Run 1, clock distribution:
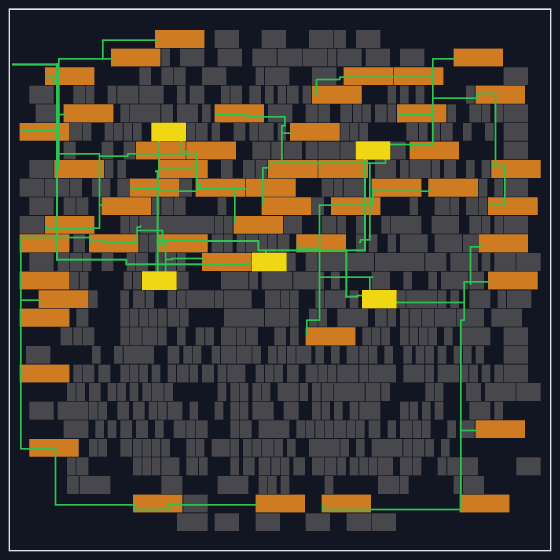
Run 1, cell placement:
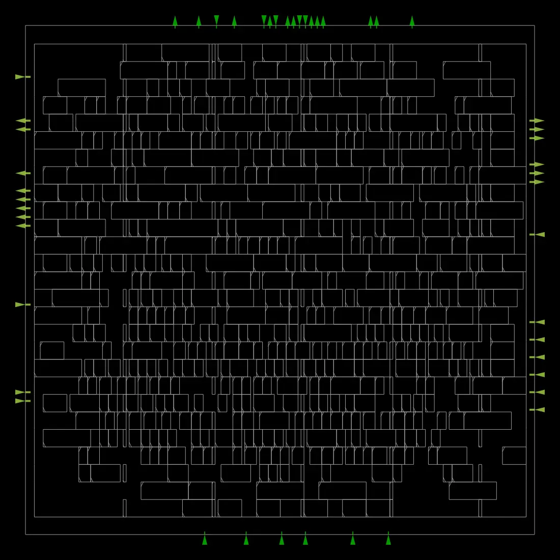
Run 1, met2 routing:
Scale bar: 20 um.
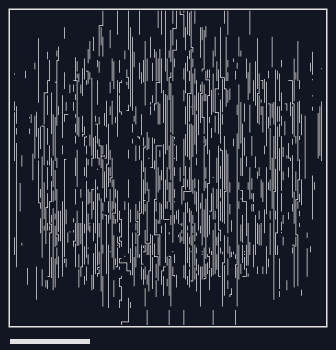
Run 1, supply network:
Pins as bars on the die edge. Tap cells in grey.
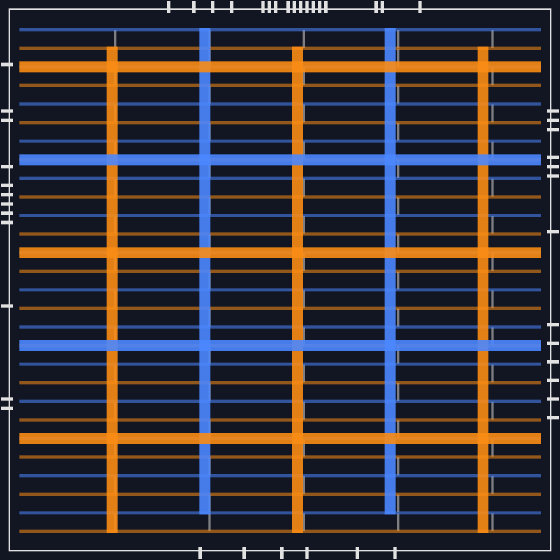
File: config.mk
export PLATFORM = sky130hd
export DESIGN_NAME = log_product_accumulator
export DESIGN_NICKNAME = d
export VERILOG_FILES = /design/src/rtl/log_product_accumulator.sv
export SDC_FILE = /design/constraint.sdc
export NUM_CORES = 1
export LEC_CHECK = 0
export ABC_AREA = 1
export CORE_UTILIZATION = 55
export CTS_BUF_LIST = sky130_fd_sc_hd__clkbuf_8
export DETAILED_ROUTE_END_ITERATION = 10
export GPL_ROUTABILITY_DRIVEN = 0
export HOLD_SLACK_MARGIN = 0.1
export PLACE_DENSITY = 0.83
export SLEW_MARGIN = 25
export SYNTH_ARGS = -nofsm -noshare
export SYNTH_HDL_FRONTEND = slang
export SYNTH_SLANG_ARGS = --single-unit
File: constraint.sdc
create_clock -name clk -period 5.6 [get_ports clk]
set_input_delay 0.84 -clock clk [delete_from_list [all_inputs] [get_ports clk]]
set_output_delay 0.84 -clock clk [all_outputs]
set_load 0.03 [all_outputs]
File: src/rtl/log_product_accumulator.sv
// rtl/log_product_accumulator.sv - dot-product accumulator for log-multiplier products
// Sums up to VEC_LEN products per vector with sticky saturation; result held until out_ready.
module log_product_accumulator #(
  parameter int PROD_W  = 16,
  parameter int VEC_LEN = 8,
  parameter int ACC_W   = PROD_W + $clog2(VEC_LEN),
  parameter int CNT_W   = $clog2(VEC_LEN + 1)
) (
  input  logic              clk,
  input  logic              rst_n,
  input  logic              flush,
  input  logic              in_valid,
  output logic              in_ready,
  input  logic [PROD_W-1:0] in_product,
  input  logic              in_last,
  output logic              out_valid,
  input  logic              out_ready,
  output logic [ACC_W-1:0]  out_sum,
  output logic              out_sat,
  output logic [CNT_W-1:0]  out_count
);

  localparam logic [0:0] ST_ACCUM = 1'b0;
  localparam logic [0:0] ST_HOLD  = 1'b1;

  logic [0:0]       state_q, state_d;
  logic [ACC_W-1:0] acc_q, acc_d;
  logic [CNT_W-1:0] cnt_q, cnt_d;
  logic             sat_q, sat_d;
  logic             out_valid_q, out_valid_d;
  logic [ACC_W-1:0] out_sum_q, out_sum_d;
  logic             out_sat_q, out_sat_d;
  logic [CNT_W-1:0] out_count_q, out_count_d;

  logic [ACC_W:0]   sum;
  logic [ACC_W-1:0] acc_n;
  logic             sat_n;
  logic             vec_end;

  assign in_ready = (state_q == ST_ACCUM) && !flush;

  always_comb begin
    sum     = {1'b0, acc_q} + (ACC_W + 1)'(in_product);
    // Once saturated, the vector stays clamped even if later products are zero.
    sat_n   = sum[ACC_W] | sat_q;
    acc_n   = sat_n ? {ACC_W{1'b1}} : sum[ACC_W-1:0];
    vec_end = (cnt_q == CNT_W'(VEC_LEN - 1)) || in_last;

    state_d     = state_q;
    acc_d       = acc_q;
    cnt_d       = cnt_q;
    sat_d       = sat_q;
    out_valid_d = out_valid_q;
    out_sum_d   = out_sum_q;
    out_sat_d   = out_sat_q;
    out_count_d = out_count_q;

    case (state_q)
      ST_ACCUM: begin
        if (flush) begin
          acc_d = '0;
          cnt_d = '0;
          sat_d = 1'b0;
        end else if (in_valid) begin
          if (vec_end) begin
            out_sum_d   = acc_n;
            out_sat_d   = sat_n;
            out_count_d = cnt_q + CNT_W'(1);
            out_valid_d = 1'b1;
            state_d     = ST_HOLD;
            acc_d       = '0;
            cnt_d       = '0;
            sat_d       = 1'b0;
          end else begin
            acc_d = acc_n;
            sat_d = sat_n;
            cnt_d = cnt_q + CNT_W'(1);
          end
        end
      end
      default: begin
        if (out_ready) begin
          out_valid_d = 1'b0;
          state_d     = ST_ACCUM;
        end
      end
    endcase
  end

  always_ff @(posedge clk) begin
    if (!rst_n) begin
      state_q     <= ST_ACCUM;
      acc_q       <= '0;
      cnt_q       <= '0;
      sat_q       <= 1'b0;
      out_valid_q <= 1'b0;
      out_sum_q   <= '0;
      out_sat_q   <= 1'b0;
      out_count_q <= '0;
    end else begin
      state_q     <= state_d;
      acc_q       <= acc_d;
      cnt_q       <= cnt_d;
      sat_q       <= sat_d;
      out_valid_q <= out_valid_d;
      out_sum_q   <= out_sum_d;
      out_sat_q   <= out_sat_d;
      out_count_q <= out_count_d;
    end
  end

  assign out_valid = out_valid_q;
  assign out_sum   = out_sum_q;
  assign out_sat   = out_sat_q;
  assign out_count = out_count_q;

endmodule

==> impl_metrics.yaml, run 1 <==
# implementation run metrics
power:
  irDropWorstVdd_mv: 0.159
  power_report.internal_total_mw: 0.566
  seqPwrFrac: 0.466
  combPwrFrac: 0.212
  power_clock_mw: 0.259
cts:
  cts-hold-fix-buffers: 0
  cts_tree: "done"
final_layout:
  post-route-cell-area_sq_um: 3860
  layout_area_overhead_pct: 18.4
  final_layout_top_logic_cells: "sky130_fd_sc_hd__nand2_1 (120), sky130_fd_sc_hd__inv_1 (65), sky130_fd_sc_hd__nor2_1 (56)"
  layout-drive-gt1-share: 0.122
yosys:
  synth_area_per_cell_sq_um: 6.68
  yosys_warnings: 0
  synth.top_cells.by_count: "sky130_fd_sc_hd__nand2_1 (120), sky130_fd_sc_hd__inv_1 (64), sky130_fd_sc_hd__nor2_1 (56)"
  synthDominantAreaCellType: "sky130_fd_sc_hd__dfxtp_1"
  yosys_most_used_dff: "sky130_fd_sc_hd__dfxtp_1"
  yosys.stat.seqShare: 0.307
  ffs_w_async_s_r_synth: 0
  yosys_area_sq_um: 3260
placed_design:
  cell_area_after_placement_sq_um: 3750
  detailedPlacementHpwl_mm: 5.90
  dp.cells: 596
outcome:
  status: "complete, no violations"
hold_path:
  min_delay_worst_endpoint: "cnt_q[3]$_SDFFE_PN0P_"
floorplanning:
  die-area_sq_um: 6250
critical_path:
  timing.critical_path.cells: "clkdlybuf4s50_1 -> nor2_1 -> clkdlybuf4s50_1"
  reg2reg_setup_slack_ps: 3290
  worstSetupStartpointType: "primary input"
run:
  drv.max_cap_violation_count: 0
  tool_warnings: 26
timing:
  clock.fmax_mhz: 336
  report.final.slew_viol_count: 0
  final.period_utilization: 0.531
  setup-violations-final: 0
route:
  met3_wirelength_um: 380
  vias: 3171
  vias_per_inst: 5.25
  drtPass1Iterations: 5
Back to the opening pictures, 'clock distribution':
Key: green = clock wires [length 667 um]; orange = flip-flops [count 50]; yellow = cells driving clock nets [count 5]
There are 6 routed clock nets.

Back to the opening pictures, 'cell placement':
number of flip-flops and latches: 50
Row Count: 27
Seq/total area: 0.259
Layout Utilization: 0.689

Back to the opening pictures, 'met2 routing':
465 nets have wire on it. The longest straight run is 32.8 um. The layer carries 3840 um of wire. The layer holds 49% of the routed length.

Back to the opening pictures, 'supply network':
Key: orange = VSS; blue = VDD
48 signal pins sit on the boundary. The core has 27 rows. 5 straps on met5. 72 tap cells.

## run 1: cell type report
type                       count  area share
multi-input combinational    350       0.491
sequential                    50       0.259
timing repair buffer          49       0.126
inverter                      75      0.0728
tap                           72      0.0233
clock buffer                   5      0.0178
clock inverter                 3      0.0107
## run 1: flip-flops by register name, summed over array words and instances, names as in the netlist
name / flops
acc_q: 19
out_sum: 19
cnt_q: 4
out_count: 4
out_sat: 1
out_valid: 1
sat_q: 1
state_q: 1
## run 1: cell families after synthesis
group | share of synthesized area
AOI/OAI and AO/OA | 0.151
xor gates and xnor gates | 0.0295
adders and majority gates | 0.0713
buffers and inverters | 0.112
DFF | 0.307
and+or+nand+nor | 0.329
## run 1: critical path: cells and delay by family
family	cells	cell delay, ps
buffers and inverters	2	1110
AND/OR/NAND/NOR	1	180
## Run 2: what changed since run 1
--- a/config.mk
+++ b/config.mk
@@ -6,12 +6,12 @@
 export NUM_CORES = 1
 export LEC_CHECK = 0
 export ABC_AREA = 1
-export CORE_UTILIZATION = 55
+export CORE_UTILIZATION = 51
 export CTS_BUF_LIST = sky130_fd_sc_hd__clkbuf_8
 export DETAILED_ROUTE_END_ITERATION = 10
 export GPL_ROUTABILITY_DRIVEN = 0
 export HOLD_SLACK_MARGIN = 0.1
-export PLACE_DENSITY = 0.83
+export PLACE_DENSITY = 0.81
 export SLEW_MARGIN = 25
 export SYNTH_ARGS = -nofsm -noshare
 export SYNTH_HDL_FRONTEND = slang
==> constraint.sdc (replaced) <==
create_clock -name clk -period 2.5 [get_ports clk]
set_input_delay 0.375 -clock clk [delete_from_list [all_inputs] [get_ports clk]]
set_output_delay 0.375 -clock clk [all_outputs]
set_load 0.03 [all_outputs]
Run 2, clock distribution:
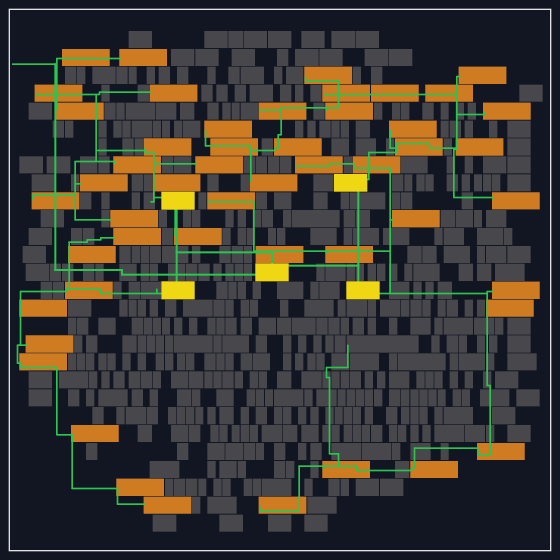
Key: yellow = cells driving clock nets [count 5]; green = clock wires [length 654 um]; orange = flip-flops [count 50]
There are 6 routed clock nets.

==> run 2 against run 1 <==
Effect of this change:
- critical path depth up 9
- clock skew grew 8.7 ps
- worst hold slack got worse by 3.4 ps
- total power up 130%
- first-iteration DRC count down 38%
- sequential power rose by 120%
- worst setup slack got worse by 2300 ps
- critical endpoint is now acc_q[12]$_SDFFE_PN0P_
==> impl_metrics.yaml, run 2 <==
# implementation run metrics
outcome:
  status: "complete, no violations"
yosys:
  yosys_area_sq_um: 3260
  synthDominantAreaCellType: "sky130_fd_sc_hd__dfxtp_1"
  synth-compound-area-share: 0.151
  yosys_warnings: 0
  yosys_most_used_dff: "sky130_fd_sc_hd__dfxtp_1"
  synth_area_per_cell_sq_um: 6.68
  simple_gate_share: 0.329
  ffs_w_async_s_r_synth: 0
  yosys.stat.seqShare: 0.307
  muxShareOfSynthArea: 0
  adders_majority_by_area: 0.0713
  synth.top_cells.by_count: "sky130_fd_sc_hd__nand2_1 (120), sky130_fd_sc_hd__inv_1 (64), sky130_fd_sc_hd__nor2_1 (56)"
  xor_share: 0.0295
  logic_family: "simple AND/OR/NAND/NOR gates"
floorplanning:
  die-area_sq_um: 6720
  tap_cells: 75
  core.rowCount: 28
route:
  vias_per_inst: 5.18
  drtPass1Iterations: 4
  vias: 3216
  detailedRoute.firstIterationViolations: 133
final_layout:
  comb-cell-share: 0.476
  n_multi_input_combinational_cell: 350
  layout-drive-gt1-share: 0.145
  signal_buffers: 63
  post-route-cell-area_sq_um: 3990
  design.seq.count: 50
  layout_area_overhead_pct: 22.2
  largestClassByArea: "multi-input combinational cells"
  signal_buffer_area_fraction: 0.151
  final_layout_top_logic_cells: "sky130_fd_sc_hd__nand2_1 (120), sky130_fd_sc_hd__inv_1 (64), sky130_fd_sc_hd__nor2_1 (56)"
  postLayoutCoreUtil: 0.658
  area.share.sequential: 0.251
  clock_cell_area_share: 0.0282
cts:
  root_buffer: "sky130_fd_sc_hd__clkbuf_8"
  cts_tree: "done"
  cts-hold-fix-buffers: 0
  worst_setup_hold_path_clk_slew_ps: 110
power:
  combPwrFrac: 0.218
  power_leakage_nw: 1.97
  power_report.internal_total_mw: 1.29
  irDropWorstVdd_mv: 0.355
  power_clock_mw: 0.590
  seqPwrFrac: 0.460
hold_path:
  min_delay_worst_endpoint: "cnt_q[3]$_SDFFE_PN0P_"
run:
  drv.max_cap_violation_count: 0
  tool_warnings: 26
global_route:
  first_pass_grt_wire_length_mm: 13.3
critical_path:
  crit_family: "adder cells"
  r2r_end: "acc_q[12]$_SDFFE_PN0P_"
  cp_num_buf_inv: 2
  timing.critical_path.cells: "clkdlybuf4s50_1 -> ha_1 -> inv_1 -> fa_1 -> nor2_1 -> o21ai_0 -> nand2_1 -> nand2_1 -> nand3_1 -> nand2_1 -> o21ai_0 -> a21oi_1"
  reg2reg_setup_slack_ps: 450
  cp_data_required_time_ps: 2690
  worstSetupStartpointType: "primary input"
  worstPathMaxFanout: 3
placed_design:
  dp.cells: 613
  detailedPlacementHpwl_mm: 6.28
  cell_area_after_placement_sq_um: 3880
timing:
  post-route-worst-setup-slack_ps: 279
  clock.fmax_mhz: 450
  setup-violations-final: 0
  timing.setup.tns_ps: 0
  final.period_utilization: 0.888
  report.final.slew_viol_count: 0
Run 2, placed cells, one colour a class:
Scale bar: 20 um. Fill, decap, tap and diode cells in grey.
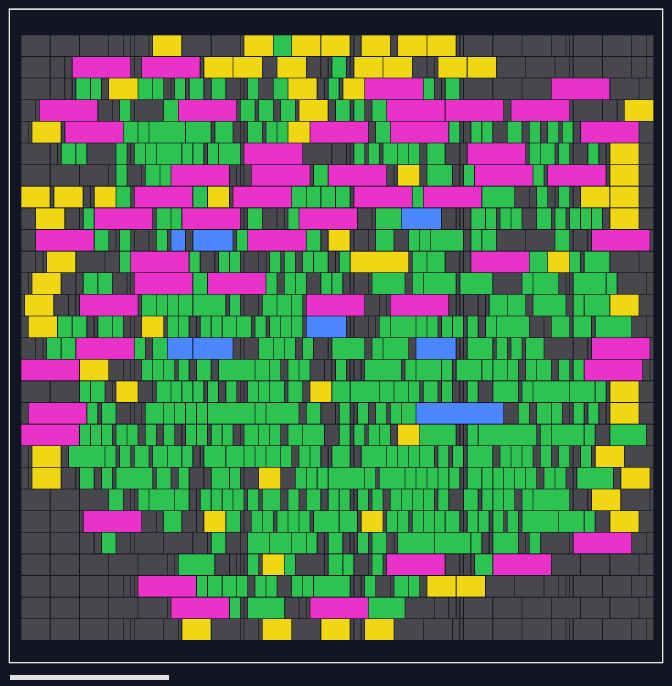
Key: yellow = other buffers and delay cells [cells 63]; magenta = flip-flops [cells 50]; green = all other logic [cells 425]; blue = clock drivers and dummy loads [cells 8]

## run 2: cell types whose count changed in the layout (fill, tap and decap cells not counted), sizes merged
cell      previous run  this run
clkinvlp             1         0
buf                  2        16
inv                 76        75
clkinv               0         2
## run 2: layer usage
metal	wire length, um	vias to the layer above
met3	299	31
met1	3580	1472
li1	-	1634
met2	4000	79
met4	316	0
met5	0	-
## run 2: logic make-up (layout without fill, tap and decap cells)
| family | count (synthesis) | count (layout) |
|---|---|---|
| XOR/XNOR | 11 | 11 |
| buffers and inverters | 89 | 146 |
| flip-flops | 50 | 50 |
| AND-OR/OR-AND | 86 | 86 |
| AND/OR/NAND/NOR | 235 | 235 |
| adder cells (fa/ha/maj) | 18 | 18 |
Run 2, supply network:
Pins as bars on the die edge. Tap cells in grey.
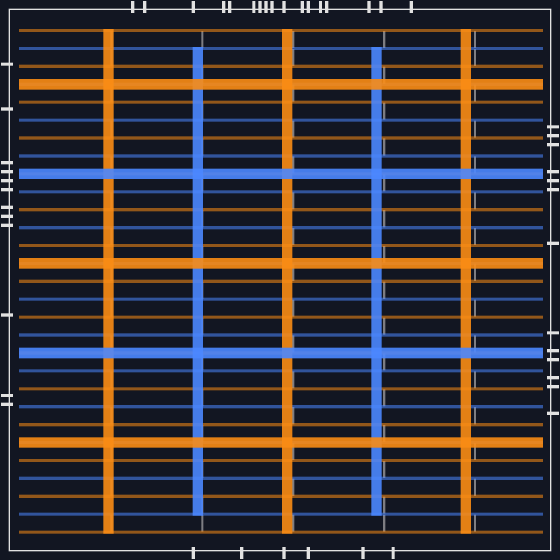

## Run 3: what changed since run 2
--- a/config.mk
+++ b/config.mk
@@ -12,6 +12,7 @@
 export GPL_ROUTABILITY_DRIVEN = 0
 export HOLD_SLACK_MARGIN = 0.1
 export PLACE_DENSITY = 0.81
+export REMOVE_ABC_BUFFERS = 1
 export SLEW_MARGIN = 25
 export SYNTH_ARGS = -nofsm -noshare
 export SYNTH_HDL_FRONTEND = slang
Run 3, supply network:
Pins as bars on the die edge. Tap cells in grey.
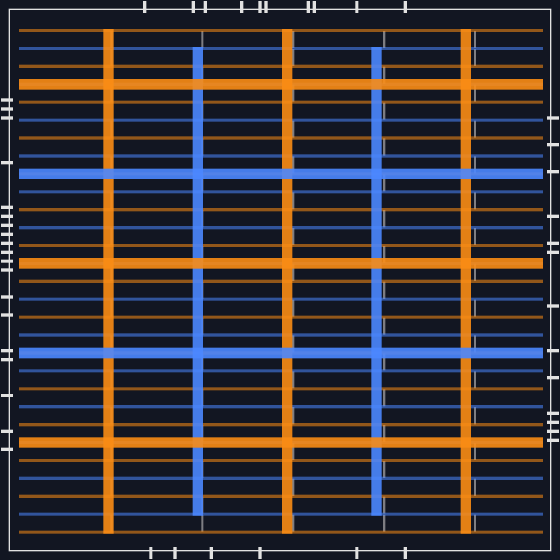
Key: blue = VDD; orange = VSS
29 met1 rails follow the rows. 5 straps on met5. 5 straps on met4. 48 signal pins sit on the boundary. The core has 28 rows.

Run 3, cell placement:
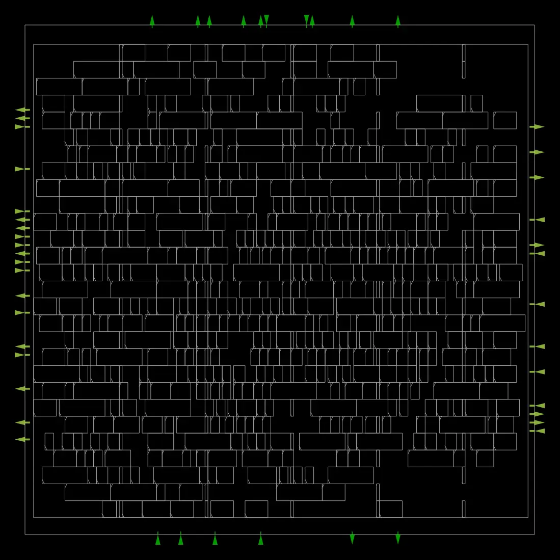
# fillers: 535
Tap Cells: 75
Layout Utilization: 0.658

==> run 3 against run 2 <==
Effect of this change:
- synthesized cell count unchanged
- register-to-register slack improved by 40 ps
- final cell count increased by 0.16%
- die area unchanged
- critical path depth unchanged
- combinational power decreased by 2%
- total power decreased by 5.9%
- cell area about the same
- critical path type unchanged
- global-route usage decreased by 1.6 points
- fmax increased by 0.83%
- critical endpoint is now acc_q[16]$_SDFFE_PN0P_
==> impl_metrics.yaml, run 3 <==
# implementation run metrics
timing:
  report.final.slew_viol_count: 0
  final.period_utilization: 0.881
  setup-violations-final: 0
power:
  seqPwrFrac: 0.487
  irDropWorstVdd_mv: 0.351
  power_leakage_nw: 1.96
  power_report.internal_total_mw: 1.19
yosys:
  ffs_w_async_s_r_synth: 0
  yosys_warnings: 0
  synth_area_per_cell_sq_um: 6.68
  yosys.stat.seqShare: 0.307
final_layout:
  layout-drive-gt1-share: 0.146
  final_layout_top_logic_cells: "sky130_fd_sc_hd__nand2_1 (120), sky130_fd_sc_hd__inv_1 (64), sky130_fd_sc_hd__nor2_1 (56)"
  signal_buffer_area_fraction: 0.156
  n_multi_input_combinational_cell: 350
  largestClassByArea: "multi-input combinational cells"
  clock_cell_area_share: 0.0235
  layout_area_overhead_pct: 22.2
  design.seq.count: 50
  area.share.sequential: 0.251
critical_path:
  cp_data_required_time_ps: 2680
  worstPathMaxFanout: 3
  worstSetupStartpointType: "primary input"
  r2r_end: "acc_q[16]$_SDFFE_PN0P_"
  timing.critical_path.depth: 12
global_route:
  first_pass_grt_wire_length_mm: 12.5
route:
  drtPass1Iterations: 4
  detailedRoute.firstIterationViolations: 109
  vias_per_inst: 5.04
outcome:
  status: "complete, no violations"
cts:
  root_buffer: "sky130_fd_sc_hd__clkbuf_8"
  worst_setup_hold_path_clk_slew_ps: 90
  cts-hold-fix-buffers: 0
hold_path:
  min_delay_worst_endpoint: "acc_q[10]$_SDFFE_PN0P_"
floorplanning:
  die-area_sq_um: 6720
placed_design:
  dp.cells: 614
run 3: cell count changes in the layout (fill, tap and decap cells not counted):
cell / before / now
sky130_fd_sc_hd__bufinv_16: 1 / 0
sky130_fd_sc_hd__clkinv_2: 1 / 0
sky130_fd_sc_hd__clkinv_4: 0 / 1
sky130_fd_sc_hd__buf_12: 1 / 2
sky130_fd_sc_hd__clkinvlp_4: 0 / 1
run 3: cell families after synthesis:
kind of cell | after synthesis | synth area share
and+or+nand+nor | 235 | 0.329
xor gates and xnor gates | 11 | 0.0295
AOI/OAI and AO/OA | 86 | 0.151
adders and majority gates | 18 | 0.0713
buffers and inverters | 89 | 0.112
DFF | 50 | 0.307
Power and IR drop assume default switching activity.
